Figure 1. Placement by cell class.
Scale: 6 px per um. Fill, decap, tap and diode cells in gray.
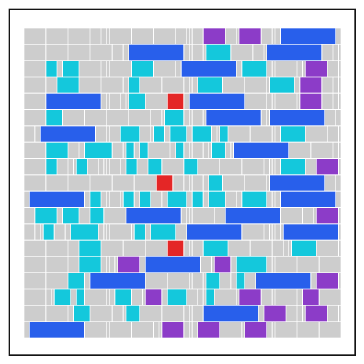
Figure 2. Gate-type map.
Scale: 6 px per um.
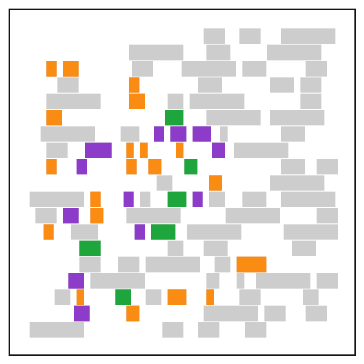
Figure 3. Routing congestion map.
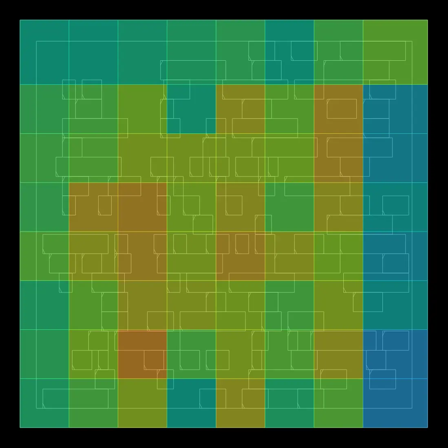
Figure 4. Metal 3.
Scale: 8 px per um.
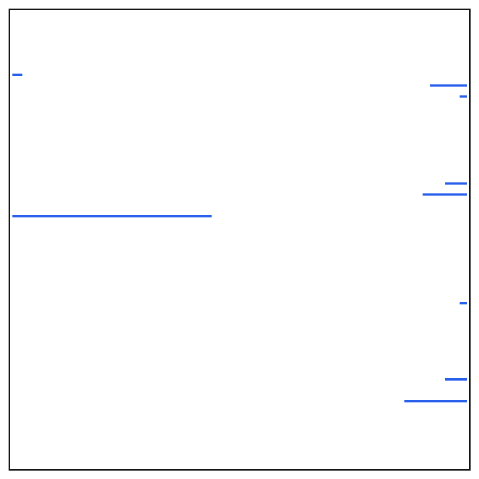
Figure 5. Cells by drive strength.
Scale: 6 px per um.
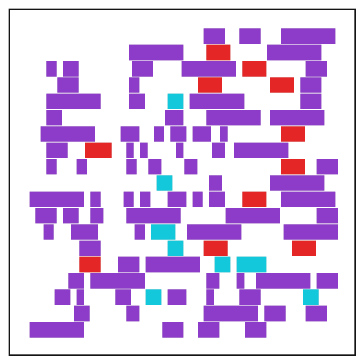
[src/rtl/pulse_meter_pkg.sv]
// Shared types and constants for the pulse_meter tick-period measurement block.
package pulse_meter_pkg;

    typedef enum logic {
        IDLE    = 1'b0,
        MEASURE = 1'b1
    } pm_state_e;

    localparam int PM_W_DEFAULT = 8;

    // Largest value a w-bit period counter can hold before it saturates.
    function automatic int unsigned pm_sat(input int unsigned w);
        return (32'd1 << w) - 32'd1;
    endfunction

endpackage

[src/rtl/pulse_meter_edge.sv]
// Tick rising-edge detector; with PULSE_METER_SYNC_EN defined the tick first
// passes a 2-flop synchronizer, adding two cycles of latency.
module pulse_meter_edge (
    input  logic clk,
    input  logic rst,
    input  logic i_tick,
    output logic o_rise
);

    logic w_tick_s;
    logic r_tick_q;

`ifdef PULSE_METER_SYNC_EN
    logic [1:0] r_sync;

    always_ff @(posedge clk or negedge rst) begin
        if (!rst) r_sync <= 2'b00;
        else      r_sync <= {r_sync[0], i_tick};
    end

    assign w_tick_s = r_sync[1];
`else
    assign w_tick_s = i_tick;
`endif

    always_ff @(posedge clk or negedge rst) begin
        if (!rst) r_tick_q <= 1'b0;
        else      r_tick_q <= w_tick_s;
    end

    // A level held high for many cycles yields a single event.
    assign o_rise = w_tick_s & ~r_tick_q;

endmodule

[src/rtl/pulse_meter.sv]
// Measures clk cycles between consecutive tick rising edges and offers each
// period on a valid/ready port. Optional macro: PULSE_METER_SYNC_EN.
module pulse_meter
    import pulse_meter_pkg::*;
#(
    parameter int W = PM_W_DEFAULT
) (
    input  logic         clk,
    input  logic         rst,
    input  logic         en,
    input  logic         tick,
    output logic [W-1:0] period,
    output logic         period_valid,
    input  logic         period_ready,
    output logic         overflow,
    output logic         lost
);

    localparam logic [W-1:0] SAT = W'(pm_sat(W));

    pm_state_e    r_state, w_state_nxt;
    logic [W-1:0] r_count, w_count_nxt;
    logic         r_sat, w_sat_nxt;
    logic         w_rise;
    logic         w_capture;

    logic [W-1:0] r_period;
    logic         r_valid;
    logic         r_ovf;
    logic         r_lost;

    pulse_meter_edge u_edge (
        .clk    (clk),
        .rst    (rst),
        .i_tick (tick),
        .o_rise (w_rise)
    );

    always_ff @(posedge clk or negedge rst) begin
        if (!rst) begin
            r_state <= IDLE;
            r_count <= '0;
            r_sat   <= 1'b0;
        end else begin
            r_state <= w_state_nxt;
            r_count <= w_count_nxt;
            r_sat   <= w_sat_nxt;
        end
    end

    always_comb begin
        w_state_nxt = r_state;
        w_count_nxt = r_count;
        w_sat_nxt   = r_sat;
        w_capture   = 1'b0;
        if (!en) begin
            w_state_nxt = IDLE;
            w_count_nxt = '0;
            w_sat_nxt   = 1'b0;
        end else begin
            case (r_state)
                IDLE: begin
                    if (w_rise) begin
                        w_state_nxt = MEASURE;
                        w_count_nxt = W'(1);
                        w_sat_nxt   = 1'b0;
                    end
                end
                MEASURE: begin
                    if (w_rise) begin
                        w_capture   = 1'b1;
                        w_count_nxt = W'(1);
                        w_sat_nxt   = 1'b0;
                    // Holding at SAT for one more cycle means the interval exceeds SAT.
                    end else if (r_count == SAT) begin
                        w_sat_nxt   = 1'b1;
                    end else begin
                        w_count_nxt = r_count + W'(1);
                    end
                end
                default: begin
                    w_state_nxt = IDLE;
                    w_count_nxt = '0;
                    w_sat_nxt   = 1'b0;
                end
            endcase
        end
    end

    // A capture into a free slot (or one being consumed this cycle) wins;
    // otherwise the new result is dropped and flagged on lost.
    always_ff @(posedge clk or negedge rst) begin
        if (!rst) begin
            r_period <= '0;
            r_valid  <= 1'b0;
            r_ovf    <= 1'b0;
            r_lost   <= 1'b0;
        end else begin
            r_lost <= 1'b0;
            if (w_capture) begin
                if (!r_valid || period_ready) begin
                    r_period <= r_count;
                    r_ovf    <= r_sat;
                    r_valid  <= 1'b1;
                end else begin
                    r_lost   <= 1'b1;
                end
            end else if (r_valid && period_ready) begin
                r_valid <= 1'b0;
            end
        end
    end

    assign period       = r_period;
    assign period_valid = r_valid;
    assign overflow     = r_ovf;
    assign lost         = r_lost;

endmodule

[config.mk]
export PLATFORM = sky130hd
export DESIGN_NAME = pulse_meter
export DESIGN_NICKNAME = d
export VERILOG_FILES = /design/src/rtl/pulse_meter_pkg.sv /design/src/rtl/pulse_meter_edge.sv /design/src/rtl/pulse_meter.sv
export SDC_FILE = /design/constraint.sdc
export NUM_CORES = 1
export LEC_CHECK = 0
export CELL_PAD_IN_SITES_DETAIL_PLACEMENT = 1
export CELL_PAD_IN_SITES_GLOBAL_PLACEMENT = 2
export CORE_MARGIN = 2
export CORE_UTILIZATION = 37
export DETAILED_ROUTE_END_ITERATION = 8
export PLACE_DENSITY_LB_ADDON = 0.1
export SLEW_MARGIN = 20
export SYNTH_ARGS = -nofsm -noshare
export SYNTH_HDL_FRONTEND = slang
export SYNTH_SLANG_ARGS = --single-unit
export TNS_END_PERCENT = 1
[constraint.sdc]
create_clock -name clk -period 2.8 [get_ports clk]
set_clock_uncertainty 0.15 [all_clocks]
set_input_delay 0.56 -clock clk [delete_from_list [all_inputs] [get_ports clk]]
set_output_delay 0.56 -clock clk [all_outputs]
set_load 0.05 [all_outputs]
==> results.txt <==
Final setup viols -> 0
R2r setup slk -> 1130 ps
Max-cap violations -> 0
CP startpoint -> period_valid$_DFFE_PN0P_
# hold bufs at CTS -> 0
CTS tree -> done
Hold Violations, Final -> 0
CTS clock-pin slew for the worst setup and hold paths -> 120 ps
Lkg Pwr -> 0.543 nW
Initial antenna violation count -> 0
Peak VDD IR -> 0.198 mV
Top Layout Cells -> dfrtp_1 (22), clkdlybuf4s50_1 (15), mux2_2 (9)
Diodes inserted -> 0
RSZ-0062 raised after global routing -> no
Switching Power -> 0.000136 W
Chip Area -> 3290 sq um
Vias in the first global route -> 778
Root Buffer -> clkbuf_4
Max FO, Critical Path -> 2
Status -> finished clean
Fp util -> 38.6%
Grt met2 use -> 23.5%
Ratio of cells with drive above 1 in the final layout -> 18.4%
Buf+Inv Stages, Crit Path -> 1
Final max-slew violation count -> 0
Aoi share -> 8.54%
WL met2 -> 1040 um
Syn_nets -> 94
Buffers added on ports -> 15
Synth area leader -> dfrtp_1
Fmax -> 448 MHz
Hold Path Origin -> period[7]$_DFFE_PN0P_
Simple Share, Synth -> 20.5%
CP required -> 2090 ps
CTS resizes -> 0
Setup WS pre-CTS -> 586 ps
Ports -> 16
Pin count of the biggest net entering global routing -> 23
-- Figure 1 (at the start) --
| class | color | cells | share of their area |
|---|---|---|---|
| all other logic | cyan | 60 | 38% |
| flip-flops | blue | 22 | 46% |
| cells driving clock nets | red | 3 | 1.9% |
| other buffers and delay cells | purple | 18 | 14% |
Cell Rows: 19
Final Cell Area: 1240 sq um
Seq/total area: 44.2%
Core ar.: 2730 sq um

-- Figure 2 (at the start) --
| family | color | cells | most used |
|---|---|---|---|
| inverting AOI/OAI gates | purple | 12 | a21oi_1 |
| NAND gates | orange | 20 | nand3_1 |
| AND and OR gates | green | 6 | and4_1 |
Commonest Layout Cell: dfrtp_1
non-filler cells, final: 134
combinational share of cell area: 37.0%

-- Figure 3 (at the start) --
M1 GR Usage: 21.4%
met3 usage: 2.04%
most crowded layer after global routing: met2
routed len/inst: 16.2 um
final core occ: 45.5%

-- Figure 4 (at the start) --
longest straight run: 24.6 um
main direction: horizontal
via count: 767
WL final: 2170 um

-- Figure 5 (at the start) --
| size | color | cells | share |
|---|---|---|---|
| drive 3 to 4 | cyan | 8 | 7.8% |
| drive 1 or less | purple | 84 | 82% |
| drive 2 | red | 11 | 11% |
final worst slack: 565 ps
Non-clk bufs: 18
area grow syn2layout: 18.0%

-- power by group through the flow --
stage	clock (W)	combinational (W)	sequential [W]
final	0.000139	0.0000626	0.000335
after global routing	0.000166	0.0000687	0.000336
after CTS	0.000151	0.0000637	0.000335
after detailed placement	0	0.0000637	0.000341
after global placement	0	0.0000627	0.000341
after floorplan	0	0.0000235	0.000352
-- synth_stat cells, drive strengths merged --
| cell | n |
|---|---|
| nor2b | 1 |
| nor4b | 1 |
| ha | 1 |
| nand2b | 2 |
| a41oi | 1 |
| nor2 | 2 |
| nand3 | 6 |
| a31oi | 1 |
| o31ai | 1 |
| clkbuf | 2 |
| nor3b | 1 |
| nand4b | 1 |
| nand2 | 5 |
| a211oi | 3 |
| mux2i | 4 |
| and2b | 1 |
| and4 | 2 |
| mux2 | 9 |
| nor3 | 2 |
| and4b | 1 |
| a21boi | 1 |
| and3 | 2 |
| nand3b | 3 |
| buf | 4 |
| dfrtp | 22 |
| nand4 | 3 |
| o21a | 1 |
| a21oi | 5 |
-- metrics by stage --
| step | power (W) | hold WS [ps] | cells |
|---|---|---|---|
| CTS | 0.000550 | 373 | 134 |
| global placement | 0.000403 | 330 | 131 |
| floorplan | 0.000376 | 114 | 88 |
| detailed placement | 0.000405 | 345 | 131 |
| finish | 0.000537 | 364 | 134 |
| global route | 0.000571 | 387 | 134 |
-- layout make-up --
class                   count  area, sq um
multi-input cells          60          460
fillers                   290         1490
well taps                  31         38.8
clock buffers               3         22.5
flip-flops and latches     22          551
repair buffers             18          173
-- cell families after synthesis --
group,Yosys count
DFF,22
buffers and inverters,6
AOI/OAI and AO/OA,13
adders and majority gates,1
and+or+nand+nor,33
muxes,13
No activity file was given, so power comes from the tool's default toggle rates.
